**src/rtl/touch_filter_if.sv**
```systemverilog
// rtl/touch_filter_if.sv - raw reading strobe and filtered touch outputs between read driver, filter and clip stage
interface touch_filter_if;
    logic        raw_valid;
    logic [2:0]  raw_num;
    logic [31:0] raw_xy;
    logic [2:0]  tp_num;
    logic [31:0] tp1_xy;
    logic        touch_active;
    logic        press_pulse;
    logic        release_pulse;

    modport master (
        output raw_valid, raw_num, raw_xy,
        input  tp_num, tp1_xy, touch_active, press_pulse, release_pulse
    );

    modport slave (
        input  raw_valid, raw_num, raw_xy,
        output tp_num, tp1_xy, touch_active, press_pulse, release_pulse
    );
endinterface

```
**src/rtl/touch_filter.sv**
```systemverilog
// rtl/touch_filter.sv - press/release debounce and box-average of point-1 coordinates (optional TOUCH_JUMP_REJECT_EN)
module touch_filter #(
    parameter int          PRESS_CNT   = 3,
    parameter int          RELEASE_CNT = 3,
    parameter int          AVG_LOG2    = 2,
    parameter logic [15:0] JUMP_TH     = 16'd40
) (
    input  logic clk,
    input  logic rst_n,
    touch_filter_if.slave i_tf
);
    localparam int DEPTH = 1 << AVG_LOG2;
    localparam int SUM_W = 16 + AVG_LOG2;
    localparam int PTR_W = (AVG_LOG2 > 0) ? AVG_LOG2 : 1;
    localparam logic [7:0] P_CNT = 8'(PRESS_CNT);
    localparam logic [7:0] R_CNT = 8'(RELEASE_CNT);

    typedef enum logic [1:0] {S_IDLE, S_PRESS_WAIT, S_TOUCHED, S_RELEASE_WAIT} state_t;

    state_t             r_state, w_state_nxt;
    logic [7:0]         r_cnt, w_cnt_nxt, w_cnt_inc;
    logic [2:0]         w_num;
    logic               w_touched;
    logic               w_push, w_seed, w_press, w_release;
    logic               w_reject, w_reseed, w_push_eff, w_seed_eff;
    logic [15:0]        w_x, w_y;
    logic [31:0]        r_win [DEPTH];
    logic [PTR_W-1:0]   r_ptr;
    logic [SUM_W-1:0]   r_sum_x, r_sum_y, w_sum_x_push, w_sum_y_push;
    logic [2:0]         r_tp_num;
    logic [31:0]        r_tp1_xy;
    logic               r_active, r_press, r_release;

    assign w_x       = i_tf.raw_xy[31:16];
    assign w_y       = i_tf.raw_xy[15:0];
    assign w_num     = (i_tf.raw_num > 3'd5) ? 3'd5 : i_tf.raw_num;
    assign w_touched = (i_tf.raw_num != 3'd0);
    assign w_cnt_inc = r_cnt + 8'd1;

    // Modular arithmetic: the true sum is never negative, so add-then-subtract is exact.
    assign w_sum_x_push = r_sum_x + SUM_W'(w_x) - SUM_W'(r_win[r_ptr][31:16]);
    assign w_sum_y_push = r_sum_y + SUM_W'(w_y) - SUM_W'(r_win[r_ptr][15:0]);

`ifdef TOUCH_JUMP_REJECT_EN
    logic        r_outlier;
    logic [15:0] w_dx, w_dy;
    logic        w_jump, w_tracking;

    assign w_dx       = (w_x >= r_tp1_xy[31:16]) ? (w_x - r_tp1_xy[31:16]) : (r_tp1_xy[31:16] - w_x);
    assign w_dy       = (w_y >= r_tp1_xy[15:0])  ? (w_y - r_tp1_xy[15:0])  : (r_tp1_xy[15:0] - w_y);
    assign w_jump     = (w_dx > JUMP_TH) || (w_dy > JUMP_TH);
    assign w_tracking = i_tf.raw_valid && w_touched &&
                        ((r_state == S_TOUCHED) || (r_state == S_RELEASE_WAIT));
    assign w_reject   = w_tracking && w_jump && !r_outlier;
    assign w_reseed   = w_tracking && w_jump && r_outlier;

    always_ff @(posedge clk or negedge rst_n) begin
        if (!rst_n)
            r_outlier <= 1'b0;
        else if (i_tf.raw_valid)
            r_outlier <= w_reject;
    end
`else
    logic [15:0] w_unused_th;
    assign w_unused_th = JUMP_TH;
    assign w_reject    = 1'b0;
    assign w_reseed    = 1'b0;
`endif

    assign w_push_eff = w_push && !w_reject && !w_reseed;
    assign w_seed_eff = w_seed || w_reseed;

    always_ff @(posedge clk or negedge rst_n) begin
        if (!rst_n) begin
            r_state <= S_IDLE;
            r_cnt   <= 8'd0;
        end else begin
            r_state <= w_state_nxt;
            r_cnt   <= w_cnt_nxt;
        end
    end

    always_comb begin
        w_state_nxt = r_state;
        w_cnt_nxt   = r_cnt;
        w_push      = 1'b0;
        w_seed      = 1'b0;
        w_press     = 1'b0;
        w_release   = 1'b0;
        if (i_tf.raw_valid) begin
            case (r_state)
                S_IDLE: if (w_touched) begin
                    if (P_CNT <= 8'd1) begin
                        w_state_nxt = S_TOUCHED;
                        w_seed      = 1'b1;
                        w_press     = 1'b1;
                        w_cnt_nxt   = 8'd0;
                    end else begin
                        w_state_nxt = S_PRESS_WAIT;
                        w_cnt_nxt   = 8'd1;
                    end
                end
                S_PRESS_WAIT: if (!w_touched) begin
                    w_state_nxt = S_IDLE;
                    w_cnt_nxt   = 8'd0;
                end else if (w_cnt_inc >= P_CNT) begin
                    w_state_nxt = S_TOUCHED;
                    w_seed      = 1'b1;
                    w_press     = 1'b1;
                    w_cnt_nxt   = 8'd0;
                end else begin
                    w_cnt_nxt   = w_cnt_inc;
                end
                S_TOUCHED: if (w_touched) begin
                    w_push = 1'b1;
                end else if (R_CNT <= 8'd1) begin
                    w_state_nxt = S_IDLE;
                    w_release   = 1'b1;
                    w_cnt_nxt   = 8'd0;
                end else begin
                    w_state_nxt = S_RELEASE_WAIT;
                    w_cnt_nxt   = 8'd1;
                end
                default: if (w_touched) begin
                    w_state_nxt = S_TOUCHED;
                    w_push      = 1'b1;
                    w_cnt_nxt   = 8'd0;
                end else if (w_cnt_inc >= R_CNT) begin
                    w_state_nxt = S_IDLE;
                    w_release   = 1'b1;
                    w_cnt_nxt   = 8'd0;
                end else begin
                    w_cnt_nxt   = w_cnt_inc;
                end
            endcase
        end
    end

    always_ff @(posedge clk or negedge rst_n) begin
        if (!rst_n) begin
            for (int i = 0; i < DEPTH; i++) r_win[i] <= 32'd0;
            r_ptr     <= '0;
            r_sum_x   <= '0;
            r_sum_y   <= '0;
            r_tp_num  <= 3'd0;
            r_tp1_xy  <= 32'd0;
            r_active  <= 1'b0;
            r_press   <= 1'b0;
            r_release <= 1'b0;
        end else begin
            r_press   <= w_press;
            r_release <= w_release;
            r_active  <= (w_state_nxt == S_TOUCHED) || (w_state_nxt == S_RELEASE_WAIT);
            if (w_seed_eff) begin
                for (int i = 0; i < DEPTH; i++) r_win[i] <= i_tf.raw_xy;
                r_ptr    <= '0;
                r_sum_x  <= SUM_W'(w_x) << AVG_LOG2;
                r_sum_y  <= SUM_W'(w_y) << AVG_LOG2;
                r_tp1_xy <= i_tf.raw_xy;
                r_tp_num <= w_num;
            end else if (w_push_eff) begin
                r_win[r_ptr] <= i_tf.raw_xy;
                r_ptr        <= r_ptr + 1'b1;
                r_sum_x      <= w_sum_x_push;
                r_sum_y      <= w_sum_y_push;
                r_tp1_xy     <= {w_sum_x_push[SUM_W-1:AVG_LOG2], w_sum_y_push[SUM_W-1:AVG_LOG2]};
                r_tp_num     <= w_num;
            end else if (w_release) begin
                r_tp_num <= 3'd0;
            end
        end
    end

    assign i_tf.tp_num        = r_tp_num;
    assign i_tf.tp1_xy        = r_tp1_xy;
    assign i_tf.touch_active  = r_active;
    assign i_tf.press_pulse   = r_press;
    assign i_tf.release_pulse = r_release;
endmodule

```
**src/flat_wrapper.sv**
```systemverilog
// flat-port wrapper written by rule: the top's interface ports become plain ports
module touch_filter_flat 
#(
    parameter int          PRESS_CNT   = 3,
    parameter int          RELEASE_CNT = 3,
    parameter int          AVG_LOG2    = 2,
    parameter logic [15:0] JUMP_TH     = 16'd40
)
  (clk, rst_n, i_tf_raw_valid, i_tf_raw_num, i_tf_raw_xy, i_tf_tp_num, i_tf_tp1_xy, i_tf_touch_active, i_tf_press_pulse, i_tf_release_pulse);
  touch_filter_if i_tf_i ();
  input  logic clk;
  input  logic rst_n;
  input wire logic [$bits(i_tf_i.raw_valid)-1:0] i_tf_raw_valid;
  input wire logic [$bits(i_tf_i.raw_num)-1:0] i_tf_raw_num;
  input wire logic [$bits(i_tf_i.raw_xy)-1:0] i_tf_raw_xy;
  output wire logic [$bits(i_tf_i.tp_num)-1:0] i_tf_tp_num;
  output wire logic [$bits(i_tf_i.tp1_xy)-1:0] i_tf_tp1_xy;
  output wire logic [$bits(i_tf_i.touch_active)-1:0] i_tf_touch_active;
  output wire logic [$bits(i_tf_i.press_pulse)-1:0] i_tf_press_pulse;
  output wire logic [$bits(i_tf_i.release_pulse)-1:0] i_tf_release_pulse;
  assign i_tf_i.raw_valid = i_tf_raw_valid;
  assign i_tf_i.raw_num = i_tf_raw_num;
  assign i_tf_i.raw_xy = i_tf_raw_xy;
  assign i_tf_tp_num = i_tf_i.tp_num;
  assign i_tf_tp1_xy = i_tf_i.tp1_xy;
  assign i_tf_touch_active = i_tf_i.touch_active;
  assign i_tf_press_pulse = i_tf_i.press_pulse;
  assign i_tf_release_pulse = i_tf_i.release_pulse;
  touch_filter #(.PRESS_CNT(PRESS_CNT), .RELEASE_CNT(RELEASE_CNT), .AVG_LOG2(AVG_LOG2), .JUMP_TH(JUMP_TH)) u_core (.clk(clk), .rst_n(rst_n), .i_tf(i_tf_i));
endmodule
```
**config.mk**
```make
export PLATFORM = sky130hd
export DESIGN_NAME = touch_filter_flat
export DESIGN_NICKNAME = d
export VERILOG_FILES = /design/src/rtl/touch_filter_if.sv /design/src/rtl/touch_filter.sv /design/src/flat_wrapper.sv
export SDC_FILE = /design/constraint.sdc
export NUM_CORES = 1
export LEC_CHECK = 0
export CAP_MARGIN = 25
export CORE_ASPECT_RATIO = 0.75
export CORE_MARGIN = 8
export CORE_UTILIZATION = 60
export CTS_BUF_LIST = sky130_fd_sc_hd__clkbuf_4 sky130_fd_sc_hd__clkbuf_8
export CTS_CLUSTER_DIAMETER = 100
export DETAILED_ROUTE_END_ITERATION = 7
export PLACE_DENSITY = 0.87
export SYNTH_ARGS = -nofsm -noshare
export SYNTH_HDL_FRONTEND = slang
export SYNTH_SLANG_ARGS = --single-unit
```
**constraint.sdc**
```tcl
create_clock -name clk -period 6.4 [get_ports clk]
set_input_delay 0.64 -clock clk [delete_from_list [all_inputs] [get_ports clk]]
set_output_delay 0.64 -clock clk [all_outputs]
set_load 0.01 [all_outputs]
```
==> results.sh <==
# yosys + openroad results
export IMPL_timing_final_crit_share_pct=69.5
export IMPL_synth_edff_count=0
export IMPL_cp_startpoint="u_core.r_ptr[0]"
export IMPL_log_warning_count=31
export IMPL_initial_antenna_violation_count=0
export IMPL_dpl_cell_count=1268
export IMPL_layoutNonFillerInstCount=1303
export IMPL_most_instantiated_cells_after_synthesis="182 x sky130_fd_sc_hd__dfrtp_1, 140 x sky130_fd_sc_hd__inv_1, 120 x sky130_fd_sc_hd__mux2_4"
export IMPL_xor_area_share_pct=1.43
export IMPL_grt_pass1_wl_um=43800
export IMPL_synth_flops=182
export IMPL_worst_r2r_startpoint="u_core.r_ptr[0]"
export IMPL_path_buffers=1
export IMPL_gp_routability_congestion=0.894
export IMPL_vias_per_cell=6.12
export IMPL_pin_count_of_the_biggest_net_entering_global_routing=110
export IMPL_synth_cellmix_compoundShare_pct=10.9
export IMPL_wirelength_met1_um=12300
export IMPL_cp_depth=11
export IMPL_crit_top_cell="sky130_fd_sc_hd__o21ai_1"
export IMPL_timing_critical_path_arrival_ns=4.80
export IMPL_non_clock_buffer_area_share_pct=7.06
export IMPL_grtUsageTotal_pct=22.9
export IMPL_cts_tree="done"
export IMPL_yosys_area_share_adder_pct=10.0
export IMPL_most_frequent_cells_in_the_layout="181 x sky130_fd_sc_hd__dfrtp_1, 140 x sky130_fd_sc_hd__inv_1, 120 x sky130_fd_sc_hd__mux2_4"
export IMPL_cts_root_buf="sky130_fd_sc_hd__clkbuf_8"
export IMPL_outcome="finished, final reports clean"
export IMPL_inverters_excl_clock=142
export IMPL_postPlaceCellArea_um2=12300
export IMPL_num_rows=44
export IMPL_mean_post_synth_cell_area_um2=11.6
export IMPL_worst_path_max_delay_cell="sky130_fd_sc_hd__dfrtp_2"
export IMPL_overflow=0
export IMPL_layout_top_cell_excl_fill_tap="sky130_fd_sc_hd__dfrtp_1"
export IMPL_clock_cell_area_share_pct=3.08
export IMPL_pre_cts_slack_ns=2.10
export IMPL_worst_setup_path_start_kind="flop"
export IMPL_critical_path_endpoint_type="flop"
export IMPL_synth_cells_yosys=1004
export IMPL_gr_usage_met2_pct=34.4
export IMPL_clock_tree_buffer_depth=2
export IMPL_timing_final_setup_violations=0
export IMPL_dr_max_layer_used="met4"
export IMPL_globalRouteMet1Util_pct=32.6
export IMPL_slew_headroom_pct=28.2
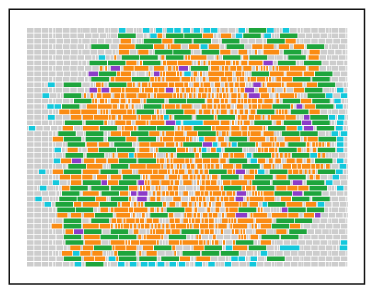
cell_classes.png
Scale: 2 px per um. Fill, decap, tap and diode cells in grey.
| colour | class | cells |
|---|---|---|
| orange | all other logic | 747 |
| cyan | other buffers and delay cells | 89 |
| purple | clock drivers and dummy loads | 32 |
| green | flip-flops | 182 |
core area: 19200 um2
fraction of the core area covered by cells at the end of the flow: 66.3%

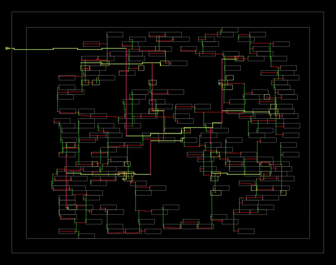
final_clocks.png
worst clock skew: 0.0121 ns
clock latency on the worst-skew pair: 0.50 ns
number of sinks driven by the clock tree: 182
Inserted Clock Buffers: 17

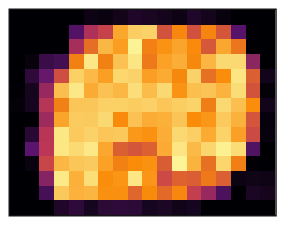
density.png
Scale: 1.5 px per um. The die is cut into 18 by 14 equal tiles; black is low, pale yellow is high, 0 to 100% covered.
fullest tile: 98%
densest ninth of the die: centre
emptiest ninth of the die: upper left
tiles over 75% full: 42%
mean over tiles: 51%
nearly empty tiles: 19%
Init Core Util: 60.6%

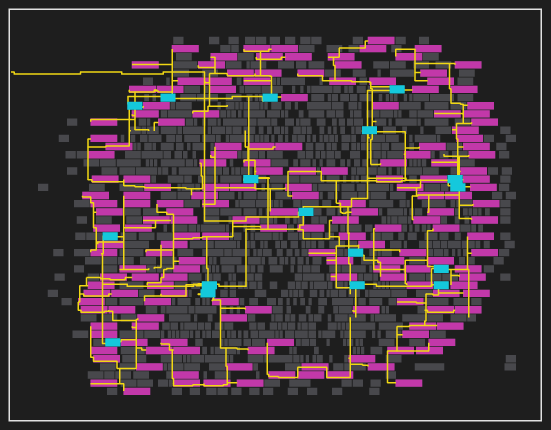
clock_map.png
Scale: 3 px per um.
[magenta] flip-flops | count: 182
[yellow] clock wires | length: 2250 um
[cyan] cells driving clock nets | count: 17
flops lie: widely spread

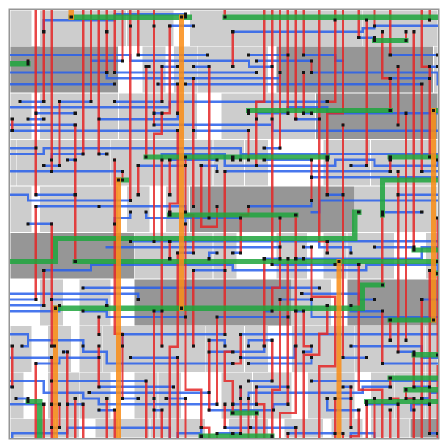
zoom.png
Region (76, 56) to (101, 81) um. Cells in grey, sequential cells in the stronger grey; small squares are vias.
| colour | layer |
|---|---|
| orange | met4 |
| blue | met1 |
| green | met3 |
| red | met2 |
most frequent: nand2_1 (9), dfrtp_1 (6)
sequential cells in the window: 7
cells with their middle in the window: 53
netlist names of flops here include: u_core.r_win (3), u_core.i_tf.tp1_xy (2), u_core.r_ptr (2)

